File: src/rtl/rv32i_controller.sv
// rv32i_controller: main control unit of the RV32I core.
// Combinational decode of opcode/funct3/funct7 feeding a single output
// register stage. Illegal encodings become a NOP with only illegal set.
module rv32i_controller #(
   parameter int REG_DATA_WIDTH = 32
) (
   input  logic       clk,
   input  logic       reset,
   input  logic [6:0] opcode,
   input  logic [2:0] funct3,
   input  logic [6:0] funct7,
   output logic [1:0] alu_op,
   output logic       alu_src,
   output logic [1:0] a_sel,
   output logic [2:0] imm_sel,
   output logic       reg_write,
   output logic       mem_read,
   output logic       mem_write,
   output logic [1:0] wb_sel,
   output logic       branch,
   output logic       jump,
   output logic       illegal
);

   localparam logic [6:0] OP_R      = 7'b0110011;
   localparam logic [6:0] OP_IMM    = 7'b0010011;
   localparam logic [6:0] OP_LOAD   = 7'b0000011;
   localparam logic [6:0] OP_STORE  = 7'b0100011;
   localparam logic [6:0] OP_BRANCH = 7'b1100011;
   localparam logic [6:0] OP_JAL    = 7'b1101111;
   localparam logic [6:0] OP_JALR   = 7'b1100111;
   localparam logic [6:0] OP_LUI    = 7'b0110111;
   localparam logic [6:0] OP_AUIPC  = 7'b0010111;

   localparam logic [6:0] F7_BASE = 7'b0000000;
   localparam logic [6:0] F7_ALT  = 7'b0100000;

   logic [1:0] alu_op_next;
   logic       alu_src_next;
   logic [1:0] a_sel_next;
   logic [2:0] imm_sel_next;
   logic       reg_write_next;
   logic       mem_read_next;
   logic       mem_write_next;
   logic [1:0] wb_sel_next;
   logic       branch_next;
   logic       jump_next;
   logic       illegal_next;

   // Decode the current instruction fields into next-cycle control values.
   always_comb begin
      alu_op_next    = 2'b00;
      alu_src_next   = 1'b0;
      a_sel_next     = 2'b00;
      imm_sel_next   = 3'b000;
      reg_write_next = 1'b0;
      mem_read_next  = 1'b0;
      mem_write_next = 1'b0;
      wb_sel_next    = 2'b00;
      branch_next    = 1'b0;
      jump_next      = 1'b0;
      illegal_next   = 1'b0;

      case (opcode)
         OP_R: begin
            alu_op_next    = 2'b10;
            reg_write_next = 1'b1;
            // The alternate funct7 only exists for SUB and SRA.
            if (!((funct7 == F7_BASE) ||
                  (funct7 == F7_ALT && (funct3 == 3'b000 || funct3 == 3'b101))))
               illegal_next = 1'b1;
         end
         OP_IMM: begin
            alu_op_next    = 2'b11;
            alu_src_next   = 1'b1;
            imm_sel_next   = 3'b000;
            reg_write_next = 1'b1;
            // Shift-immediates reuse funct7 as the upper shamt field.
            if (funct3 == 3'b001 && funct7 != F7_BASE)
               illegal_next = 1'b1;
            if (funct3 == 3'b101 && funct7 != F7_BASE && funct7 != F7_ALT)
               illegal_next = 1'b1;
         end
         OP_LOAD: begin
            alu_src_next   = 1'b1;
            imm_sel_next   = 3'b000;
            mem_read_next  = 1'b1;
            reg_write_next = 1'b1;
            wb_sel_next    = 2'b01;
            if (funct3 == 3'b011 || funct3 == 3'b110 || funct3 == 3'b111)
               illegal_next = 1'b1;
         end
         OP_STORE: begin
            alu_src_next   = 1'b1;
            imm_sel_next   = 3'b001;
            mem_write_next = 1'b1;
            if (funct3 > 3'b010)
               illegal_next = 1'b1;
         end
         OP_BRANCH: begin
            alu_op_next  = 2'b01;
            imm_sel_next = 3'b010;
            branch_next  = 1'b1;
            if (funct3 == 3'b010 || funct3 == 3'b011)
               illegal_next = 1'b1;
         end
         OP_JAL: begin
            a_sel_next     = 2'b01;
            alu_src_next   = 1'b1;
            imm_sel_next   = 3'b100;
            jump_next      = 1'b1;
            reg_write_next = 1'b1;
            wb_sel_next    = 2'b10;
         end
         OP_JALR: begin
            alu_src_next   = 1'b1;
            imm_sel_next   = 3'b000;
            jump_next      = 1'b1;
            reg_write_next = 1'b1;
            wb_sel_next    = 2'b10;
            if (funct3 != 3'b000)
               illegal_next = 1'b1;
         end
         OP_LUI: begin
            a_sel_next     = 2'b10;
            alu_src_next   = 1'b1;
            imm_sel_next   = 3'b011;
            reg_write_next = 1'b1;
         end
         OP_AUIPC: begin
            a_sel_next     = 2'b01;
            alu_src_next   = 1'b1;
            imm_sel_next   = 3'b011;
            reg_write_next = 1'b1;
         end
         default: illegal_next = 1'b1;
      endcase

      // An illegal instruction must not disturb any architectural state.
      if (illegal_next) begin
         alu_op_next    = 2'b00;
         alu_src_next   = 1'b0;
         a_sel_next     = 2'b00;
         imm_sel_next   = 3'b000;
         reg_write_next = 1'b0;
         mem_read_next  = 1'b0;
         mem_write_next = 1'b0;
         wb_sel_next    = 2'b00;
         branch_next    = 1'b0;
         jump_next      = 1'b0;
      end
   end

   // Output register stage; the datapath width does not affect decode, so
   // the parameter only gates elaboration of this block.
   if (REG_DATA_WIDTH > 0) begin : g_out_reg
      // Register decoded controls; async reset clears every output at once.
      always_ff @(posedge clk or posedge reset) begin
         if (reset) begin
            alu_op    <= 2'b00;
            alu_src   <= 1'b0;
            a_sel     <= 2'b00;
            imm_sel   <= 3'b000;
            reg_write <= 1'b0;
            mem_read  <= 1'b0;
            mem_write <= 1'b0;
            wb_sel    <= 2'b00;
            branch    <= 1'b0;
            jump      <= 1'b0;
            illegal   <= 1'b0;
         end else begin
            alu_op    <= alu_op_next;
            alu_src   <= alu_src_next;
            a_sel     <= a_sel_next;
            imm_sel   <= imm_sel_next;
            reg_write <= reg_write_next;
            mem_read  <= mem_read_next;
            mem_write <= mem_write_next;
            wb_sel    <= wb_sel_next;
            branch    <= branch_next;
            jump      <= jump_next;
            illegal   <= illegal_next;
         end
      end
   end

endmodule

File: config.mk
export PLATFORM = sky130hd
export DESIGN_NAME = rv32i_controller
export DESIGN_NICKNAME = d
export VERILOG_FILES = /design/src/rtl/rv32i_controller.sv
export SDC_FILE = /design/constraint.sdc
export NUM_CORES = 1
export LEC_CHECK = 0
export ABC_AREA = 1
export CAP_MARGIN = 5
export CORE_UTILIZATION = 35
export CTS_BUF_LIST = sky130_fd_sc_hd__clkbuf_4 sky130_fd_sc_hd__clkbuf_8 sky130_fd_sc_hd__clkbuf_16
export DETAILED_ROUTE_END_ITERATION = 12
export PLACE_DENSITY = 0.65
export RECOVER_POWER = 50
export SYNTH_ARGS = -nofsm -noshare
export SYNTH_HDL_FRONTEND = slang
export SYNTH_SLANG_ARGS = --single-unit
File: constraint.sdc
create_clock -name clk -period 2 [get_ports clk]
set_clock_uncertainty 0.2 [all_clocks]
set_input_delay 0.4 -clock clk [delete_from_list [all_inputs] [get_ports clk]]
set_output_delay 0.4 -clock clk [all_outputs]
set_load 0.005 [all_outputs]
==> impl_metrics.csv <==
group,metric,value,unit
yosys,yosys_cells,106,
yosys,synthTopCellsByCount,"16 x nand2_1, 15 x nor2_2, 14 x dfrtp_1",
power,total_power,0.578,mW
worst_setup_path,cp_num_buf_inv,2,
clock_tree,htreeDepth,1,
layout,finalNetCount,175,
placement,preCtsSetupSlack,-190,ps
yosys,syn_area,856,um2
floorplan,fp_util,38.0,%
global_route,grt_pass1_vias,752,
yosys,synthDistinctLibCells,21,
global_route,overflow,0,
global_route,grt_max_degree,15,
yosys,synth.avg_cell_area,8.07,um2
outcome,status,"complete, no violations",
sta,holdWs,380,ps
worst_setup_path,cp-endpoint,"alu_op[1]$_DFF_PP0_",
layout,synthToLayoutAreaGrowth,57.7,%
drt,dr_wl_met3,96,um
yosys,synth_area_leader_cell,"dfrtp_1",
drt,wl_met2,792,um
worst_setup_path,slowest_delay,490,ps
drt,wl,1520,um
worst_setup_path,worstPathMaxFanout,11,
floorplan,io_pins,35,
yosys,synth.area.mux_share,0,%
drt,routed.top_layer,"met4",
placement,gp_congestion,0.864,
floorplan,dieArea,2650,um2
layout,layout_top_cell,"clkdlybuf4s50_1",
layout,final_cell_mix,"28 x clkdlybuf4s50_1, 16 x nand2_1, 15 x nor2_2, 15 x buf_4, 14 x dfrtp_1",
placement,placed_area,1310,um2
worst_setup_path,cp_num_cells,11,
worst_setup_path,critPathCaptureType,"flop",
sta,period_minus_slack,1810,ps
sta,hold_viol,0,
sta,setup_ws,189,ps
clock_tree,cts_root_buf,"clkbuf_4",
placement,placed_cells,179,
placement,dpl.hpwl,1410,um
sta,worst_pin_slew,466,ps
yosys,ys_seq_share,40.9,%
global_route,antenna_found_initial,0,
global_route,gr-max-usage-layer,"met2",
## area by class of cell
cell class | count | share of cell area (%)
clock buffer | 4 | 2.69
inverter | 17 | 4.91
multi-input combinational | 71 | 30.1
sequential | 14 | 26.0
tap | 28 | 2.60
timing repair buffer | 49 | 33.7
## registers in the layout, indices dropped and copies added (netlist names)
name       flops
a_sel          2
alu_op         2
alu_src        1
branch         1
illegal        1
imm_sel        3
jump           1
mem_read       1
mem_write      1
reg_write      1
## where the power goes
part	internal [mW]	switching (mW)	leakage [nW]
combinational	0.0553	0.0510	0.427
clock	0.111	0.0766	0.0210
sequential	0.284	0.000325	0.191
total	0.450	0.128	0.639
**Cell placement**

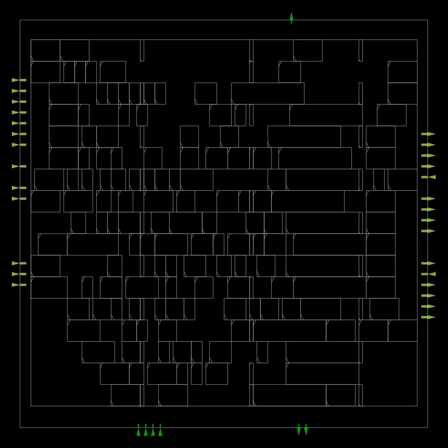
Core Rows: 17
fill cell count: 223
Core Area: 2250 um2
Final Util: 59.9%

**Cell density map**

10 x 10 tiles, from black (low) to pale yellow (high), 0 to 100% covered.
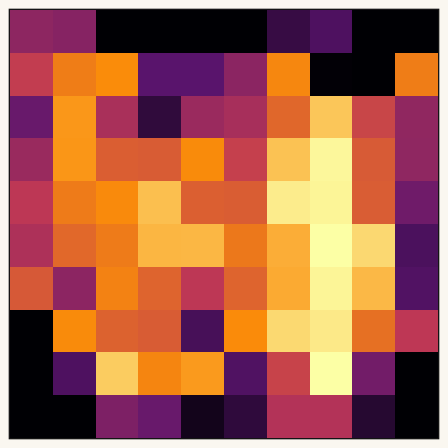
tiles over 75% full: 21%
mean over tiles: 50%
emptiest ninth of the die: north

**Selected gate families**

The bar under the picture is 20 um long.
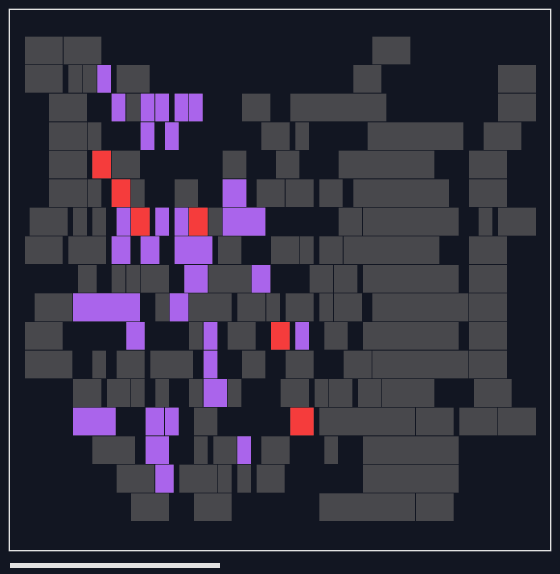
[purple] NAND gates | cells: 31 | most used: nand2_1
[red] inverting AOI/OAI gates | cells: 6 | most used: o21ai_0

**Met3 routing**

The bar under the picture is 20 um long.
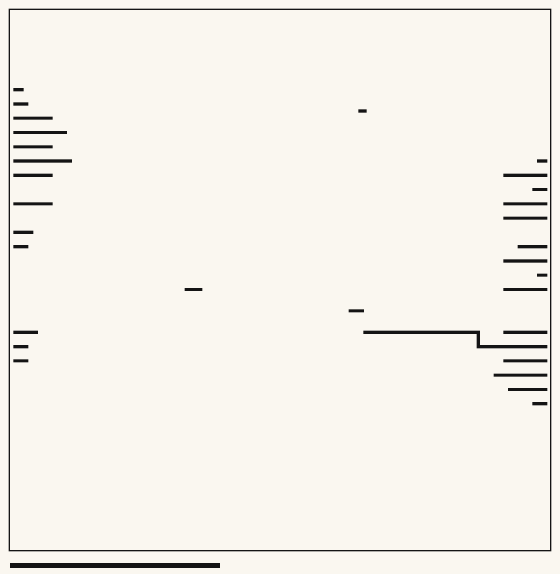
share of all routed wire: 6.3%
wire length on this layer: 96.1 um

**Wires at chosen ports, followed through buffers**

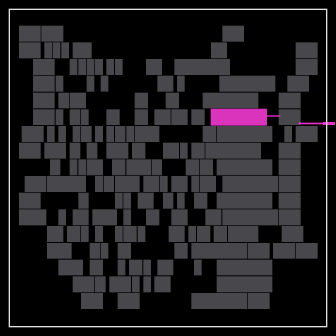
[magenta] `illegal` | bits: 1 | direction: output | end cells: 1 | wire: 6.70 um

Power is estimated from default activity; no workload was simulated.
